Local utilization:
Bar = 20 um. The die is cut into 12 by 12 equal tiles; white is low, dark blue is high, 0 to 100% covered.
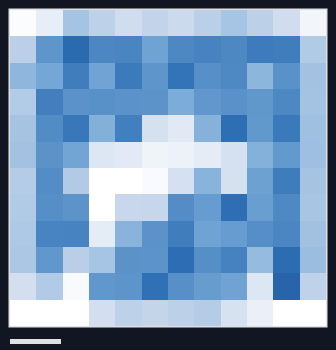
Logic cells by family:
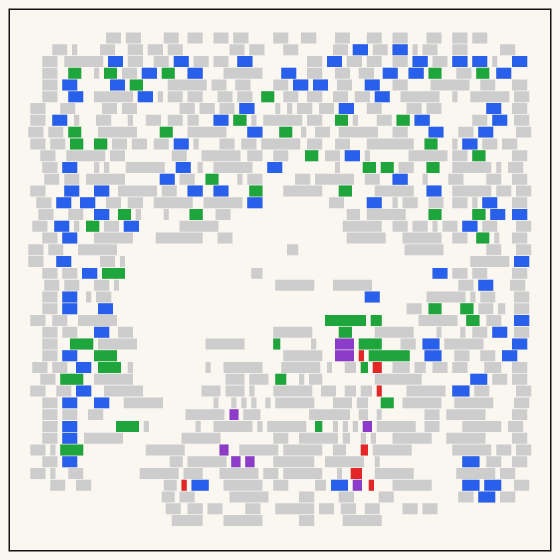
$ cat config.mk
export PLATFORM = sky130hd
export DESIGN_NAME = max_n5_arbiter_flat
export DESIGN_NICKNAME = d
export VERILOG_FILES = /design/src/rtl/max_n5_arbiter_if.sv /design/src/rtl/max_n5_arbiter.sv /design/src/flat_wrapper.sv
export SDC_FILE = /design/constraint.sdc
export NUM_CORES = 1
export LEC_CHECK = 0
export CAP_MARGIN = 30
export CELL_PAD_IN_SITES_DETAIL_PLACEMENT = 1
export CELL_PAD_IN_SITES_GLOBAL_PLACEMENT = 1
export CORE_MARGIN = 4
export CORE_UTILIZATION = 30
export DETAILED_ROUTE_END_ITERATION = 8
export PLACE_DENSITY = 0.92
export RECOVER_POWER = 25
export SLEW_MARGIN = 20
export SYNTH_ARGS = -nofsm -noshare
export SYNTH_HDL_FRONTEND = slang
export SYNTH_SLANG_ARGS = --single-unit
$ cat constraint.sdc
create_clock -name clk -period 8.2 [get_ports clk]
set_clock_uncertainty 0.1 [all_clocks]
set_input_delay 1.64 -clock clk [delete_from_list [all_inputs] [get_ports clk]]
set_output_delay 1.64 -clock clk [all_outputs]
set_load 0.02 [all_outputs]
$ cat src/rtl/max_n5_arbiter_if.sv
// max_n5_arbiter_if: requester-side bundle of the max_n5 arbiter.
// Requests and vectors flow in; grants and results flow back.
interface max_n5_arbiter_if #(
  parameter int BW   = 8,
  parameter int NREQ = 4,
  parameter int IDW  = 2
) ();
  logic                   en;
  logic [NREQ-1:0]        req;
  logic [NREQ*5*BW-1:0]   req_data;
  logic [NREQ-1:0]        gnt;
  logic [NREQ-1:0]        rsp_valid;
  logic [BW-1:0]          rsp_data;
  logic [IDW-1:0]         rsp_id;

  modport master (
    output en, req, req_data,
    input  gnt, rsp_valid, rsp_data, rsp_id
  );

  modport slave (
    input  en, req, req_data,
    output gnt, rsp_valid, rsp_data, rsp_id
  );
endinterface

$ cat src/rtl/max_n5_arbiter.sv
// max_n5_arbiter: round-robin sharing of one max_n5 pipeline
// among NREQ requesters, with ID tags tracked to the result.
module max_n5_arbiter #(
  parameter int BW   = 8,
  parameter int NREQ = 4,
  parameter int LAT  = 3,
  parameter int IDW  = 2
) (
  input  logic            clk,
  input  logic            rst,
  max_n5_arbiter_if.slave rq,
  output logic            mx_den_in,
  output logic [BW-1:0]   mx_data0,
  output logic [BW-1:0]   mx_data1,
  output logic [BW-1:0]   mx_data2,
  output logic [BW-1:0]   mx_data3,
  output logic [BW-1:0]   mx_data4,
  input  logic [BW-1:0]   mx_data_max,
  input  logic            mx_den_out,
  output logic [2:0]      in_flight,
  output logic            err
);

  localparam int FW = $clog2(LAT + 1);

  logic [IDW-1:0]    ptr;
  logic [FW-1:0]     flush;
  logic [IDW-1:0]    tag_id;
  logic [LAT-1:0]    tv;
  logic [IDW-1:0]    tid [LAT];
  logic [5*BW-1:0]   vecs [NREQ];
  logic [5*BW-1:0]   gvec;
  logic              gv;
  logic [IDW-1:0]    gid;
  logic [IDW:0]      sum;
  logic [IDW-1:0]    idx;
  logic              live;
  logic              t_v;
  logic [IDW-1:0]    t_id;
  logic              hit;
  logic              mism;

  always_comb begin
    for (int i = 0; i < NREQ; i++) begin
      vecs[i] = rq.req_data[i*5*BW +: 5*BW];
    end
  end

  assign live = (flush == '0);

  // first requester at or after ptr, wrapping at NREQ
  always_comb begin
    gv  = 1'b0;
    gid = '0;
    sum = '0;
    idx = '0;
    if (rq.en && live) begin
      for (int k = 0; k < NREQ; k++) begin
        sum = {1'b0, ptr} + (IDW+1)'(k);
        if (sum >= (IDW+1)'(NREQ)) begin
          sum = sum - (IDW+1)'(NREQ);
        end
        idx = sum[IDW-1:0];
        if (!gv && rq.req[idx]) begin
          gv  = 1'b1;
          gid = idx;
        end
      end
    end
  end

  assign gvec = vecs[gid];
  assign t_v  = tv[LAT-1];
  assign t_id = tid[LAT-1];
  assign hit  = live && mx_den_out && t_v;
  assign mism = live && (mx_den_out != t_v);

  always_ff @(posedge clk or posedge rst) begin
    if (rst) begin
      ptr       <= '0;
      flush     <= FW'(LAT);
      rq.gnt    <= '0;
      mx_den_in <= 1'b0;
      mx_data0  <= '0;
      mx_data1  <= '0;
      mx_data2  <= '0;
      mx_data3  <= '0;
      mx_data4  <= '0;
      tag_id    <= '0;
    end else begin
      if (!live) begin
        flush <= flush - 1'b1;
      end
      rq.gnt    <= gv ? (NREQ'(1) << gid) : '0;
      mx_den_in <= gv;
      if (gv) begin
        ptr      <= (int'(gid) == NREQ - 1) ? '0
                                            : gid + 1'b1;
        tag_id   <= gid;
        mx_data0 <= gvec[0*BW +: BW];
        mx_data1 <= gvec[1*BW +: BW];
        mx_data2 <= gvec[2*BW +: BW];
        mx_data3 <= gvec[3*BW +: BW];
        mx_data4 <= gvec[4*BW +: BW];
      end
    end
  end

  // tag shift aligned so stage LAT-1 matches mx_den_out
  always_ff @(posedge clk or posedge rst) begin
    if (rst) begin
      tv <= '0;
      for (int k = 0; k < LAT; k++) begin
        tid[k] <= '0;
      end
    end else begin
      tv[0]  <= mx_den_in;
      tid[0] <= tag_id;
      for (int k = 1; k < LAT; k++) begin
        tv[k]  <= tv[k-1];
        tid[k] <= tid[k-1];
      end
    end
  end

  always_ff @(posedge clk or posedge rst) begin
    if (rst) begin
      rq.rsp_valid <= '0;
      rq.rsp_data  <= '0;
      rq.rsp_id    <= '0;
      in_flight    <= '0;
      err          <= 1'b0;
    end else begin
      rq.rsp_valid <= hit ? (NREQ'(1) << t_id) : '0;
      if (hit) begin
        rq.rsp_data <= mx_data_max;
        rq.rsp_id   <= t_id;
      end
      if (mism) begin
        err <= 1'b1;
      end
      // a tag leaving the pipe retires its op even if dropped
      unique case ({gv, t_v})
        2'b10:   in_flight <= in_flight + 3'd1;
        2'b01:   in_flight <= in_flight - 3'd1;
        default: in_flight <= in_flight;
      endcase
    end
  end

endmodule

$ cat src/flat_wrapper.sv
// flat-port wrapper written by rule: the top's interface ports become plain ports
module max_n5_arbiter_flat 
#(
  parameter int BW   = 8,
  parameter int NREQ = 4,
  parameter int LAT  = 3,
  parameter int IDW  = 2
)
  (clk, rst, mx_den_in, mx_data0, mx_data1, mx_data2, mx_data3, mx_data4, mx_data_max, mx_den_out, in_flight, err, rq_en, rq_req, rq_req_data, rq_gnt, rq_rsp_valid, rq_rsp_data, rq_rsp_id);
  max_n5_arbiter_if #(.BW(BW), .NREQ(NREQ), .IDW(IDW)) rq_i ();
  input  logic clk;
  input  logic rst;
  output logic mx_den_in;
  output logic [BW-1:0] mx_data0;
  output logic [BW-1:0] mx_data1;
  output logic [BW-1:0] mx_data2;
  output logic [BW-1:0] mx_data3;
  output logic [BW-1:0] mx_data4;
  input  logic [BW-1:0] mx_data_max;
  input  logic mx_den_out;
  output logic [2:0] in_flight;
  output logic err;
  input wire logic [$bits(rq_i.en)-1:0] rq_en;
  input wire logic [$bits(rq_i.req)-1:0] rq_req;
  input wire logic [$bits(rq_i.req_data)-1:0] rq_req_data;
  output wire logic [$bits(rq_i.gnt)-1:0] rq_gnt;
  output wire logic [$bits(rq_i.rsp_valid)-1:0] rq_rsp_valid;
  output wire logic [$bits(rq_i.rsp_data)-1:0] rq_rsp_data;
  output wire logic [$bits(rq_i.rsp_id)-1:0] rq_rsp_id;
  assign rq_i.en = rq_en;
  assign rq_i.req = rq_req;
  assign rq_i.req_data = rq_req_data;
  assign rq_gnt = rq_i.gnt;
  assign rq_rsp_valid = rq_i.rsp_valid;
  assign rq_rsp_data = rq_i.rsp_data;
  assign rq_rsp_id = rq_i.rsp_id;
  max_n5_arbiter #(.BW(BW), .NREQ(NREQ), .LAT(LAT), .IDW(IDW)) u_core (.clk(clk), .rst(rst), .rq(rq_i), .mx_den_in(mx_den_in), .mx_data0(mx_data0), .mx_data1(mx_data1), .mx_data2(mx_data2), .mx_data3(mx_data3), .mx_data4(mx_data4), .mx_data_max(mx_data_max), .mx_den_out(mx_den_out), .in_flight(in_flight), .err(err));
endmodule
==> deck_impl_summary.md <==
Physical Implementation Snapshot

Outcome
  • Outcome: completed

Yosys
  • Cells in synth_stat.txt: 337
  • Post-synthesis simple-gate area fraction: 7.95%
  • Syn Area/Cell: 12.1 um2
  • Top non-seq family: multiplexers
  • Commonest flop: dfrtp_1
  • Ys flops: between 70 and 80
  • Chip Area, Yosys: between 4000 and 5000 um2
  • And-or/or-and share of the synthesized area: 12.8%
  • Mux contribution to synthesized area: 22.6%
  • Adder share: under 10%
  • Top cell type's share of synthesized area: 46.5%
  • Synthesized area: just over 4000 um2
  • Synth async-reset ratio: 100%
  • Top area cell types: dfrtp_1 46%, mux2i_1 20%, o221ai_1 7.1%
  • Number of enable flip-flop cells: 0
  • Area leader, netlist: dfrtp_1

Clock network
  • Clock-pin slew on the worst setup and hold paths: 60 ps
  • Max clock buf depth: 2
  • Clk root buf: clkbuf_16
  • CTS Buf Count: 9
  • Clock sink count: approximately 78
  • Clk latency late pin: between 300 and 400 ps

Timing
  • Max Fclk: 248 MHz
  • Setup TNS Final: 0 ps
  • Slew Limit Headroom: a little over a third
  • RSZ-0062 raised after global routing: false
  • Fin crit period: 4030 ps
  • Max Slew Vio Count: 0

Placement
  • HPWL after detailed placement: about 11,000 um
  • Routability Congestion: ~0.86

Die
  • Row count: 42
  • Die width: about 120 um
  • Die Y: between 100 and 150 um
  • Boundary pin count: around 240

Setup path
  • Buffer and inverter count on the worst path: 2
  • CP dominant cell by count: mux2i_1
  • Crit Path Category: input port to flop
  • Crit path max fanout: 21

Layout
  • Nets: between 700 and 800
  • Fillcell total: roughly 1.4k
  • Final core utilization: approximately 52%
  • Top cells excl fill/tap: 236 x clkdlybuf4s50_1, 81 x mux2i_1, 76 x dfrtp_1, 51 x nand2_1, 33 x o221ai_1
  • Area Growth Syn to Fin: 68.4%
  • Layout cells sized above 1: about 8.2%

Power
  • Pwr Density: ~220 nW/um2
  • VDD IR-drop max: roughly 110 uV
  • Pleak: between 2 and 3 nW

GRT
  • Busiest grt layer: met2
  • Global-route wire length before repair: between 20,000 and 25,000 um
  • Antenna violations before repair: 0
  • Grt ovf: 0

Routing
  • Antenna Nets Post-Route: 0
  • Wl on met1: roughly 5800 um
  • DR iter-0 viols: ~170
  • DRT Pass-1 Iters: 4
  • Vias: about 3.7k
  • DR top layer: met4
  • DR WL/cell: between 15 and 20 um

Flow run
  • Number of warnings in the stage logs: 29
About 'local utilization':
mean over tiles: 43%
nearly empty tiles: 6.2%
tiles over 75% full: 2.8%
fullest tile: 79%
core area: 13,300 um2
Starting Density: 30.8%

About 'logic cells by family':
[red] nor cells | cells: 7 | most used: nor2_1
[green] aoi and oai cells | cells: 50 | most used: o221ai_1
[purple] and/or cells | cells: 8 | most used: and2_1 | where: south
[blue] mux cells | cells: 91 | most used: mux2i_1 | where: spread over the die
most common logic cell in the routed design: clkdlybuf4s50_1
tally of non-filler cells in the final layout: 748
logic share of the area: 27.9%

path summary, 6_finish.rpt:
check	start	to	slack, ps
min in group asynchronous	rst	u_core.rq.rsp_data[1]	1920
min	u_core.tv[0]	u_core.tv[1]	250
min reg2reg	u_core.tv[0]	u_core.tv[1]	250
max reg2reg	u_core.flush[0]	u_core.mx_data0[2]	5300
max in group asynchronous	rst	u_core.mx_data2[6]	5610
max	rq_req[0]	u_core.mx_data2[0]	4170
sequential cells by signal, indices dropped and copies added (netlist names):
signal and flops:
u_core.mx_data2 8, u_core.mx_data1 8, u_core.t_id 2, u_core.mx_data3 8, u_core.err 1, u_core.tag_id 2, u_core.rq.rsp_id 2, u_core.mx_data0 8
u_core.rq.gnt 4, u_core.mx_den_in 1, u_core.flush 2, u_core.rq.rsp_data 8, u_core.ptr 2, u_core.in_flight 3, u_core.rq.rsp_valid 4, u_core.tid 4
u_core.tv 3, u_core.mx_data4 8
stage by stage:
| stage | hold slack (ps) | total power, W | instances |
|---|---|---|---|
| final | 250 | 0.00152 | 748 |
| after floorplan | 231 | 0.000797 | 337 |
| after detailed placement | 236 | 0.00108 | 732 |
| after CTS | 250 | 0.00155 | 748 |
| after global routing | 270 | 0.00160 | 748 |
| after global placement | 233 | 0.00105 | 732 |
area by class of cell:
cell class,count,area share (%)
clock buffers,11,3.38
clock inverters,5,1.54
inverters,8,0.454
multi-input cells,227,27.9
flip-flops and latches,78,28.4
well taps,176,3.20
repair buffers,243,35.2
power by group:
group / internal, W / switching (W) / total, W
Combinational: 0.000287 / 0.000262 / 0.000549
Clock: 0.000299 / 0.000159 / 0.000458
Sequential: 0.000462 / 0.0000512 / 0.000513
Power is estimated from default activity; no workload was simulated.
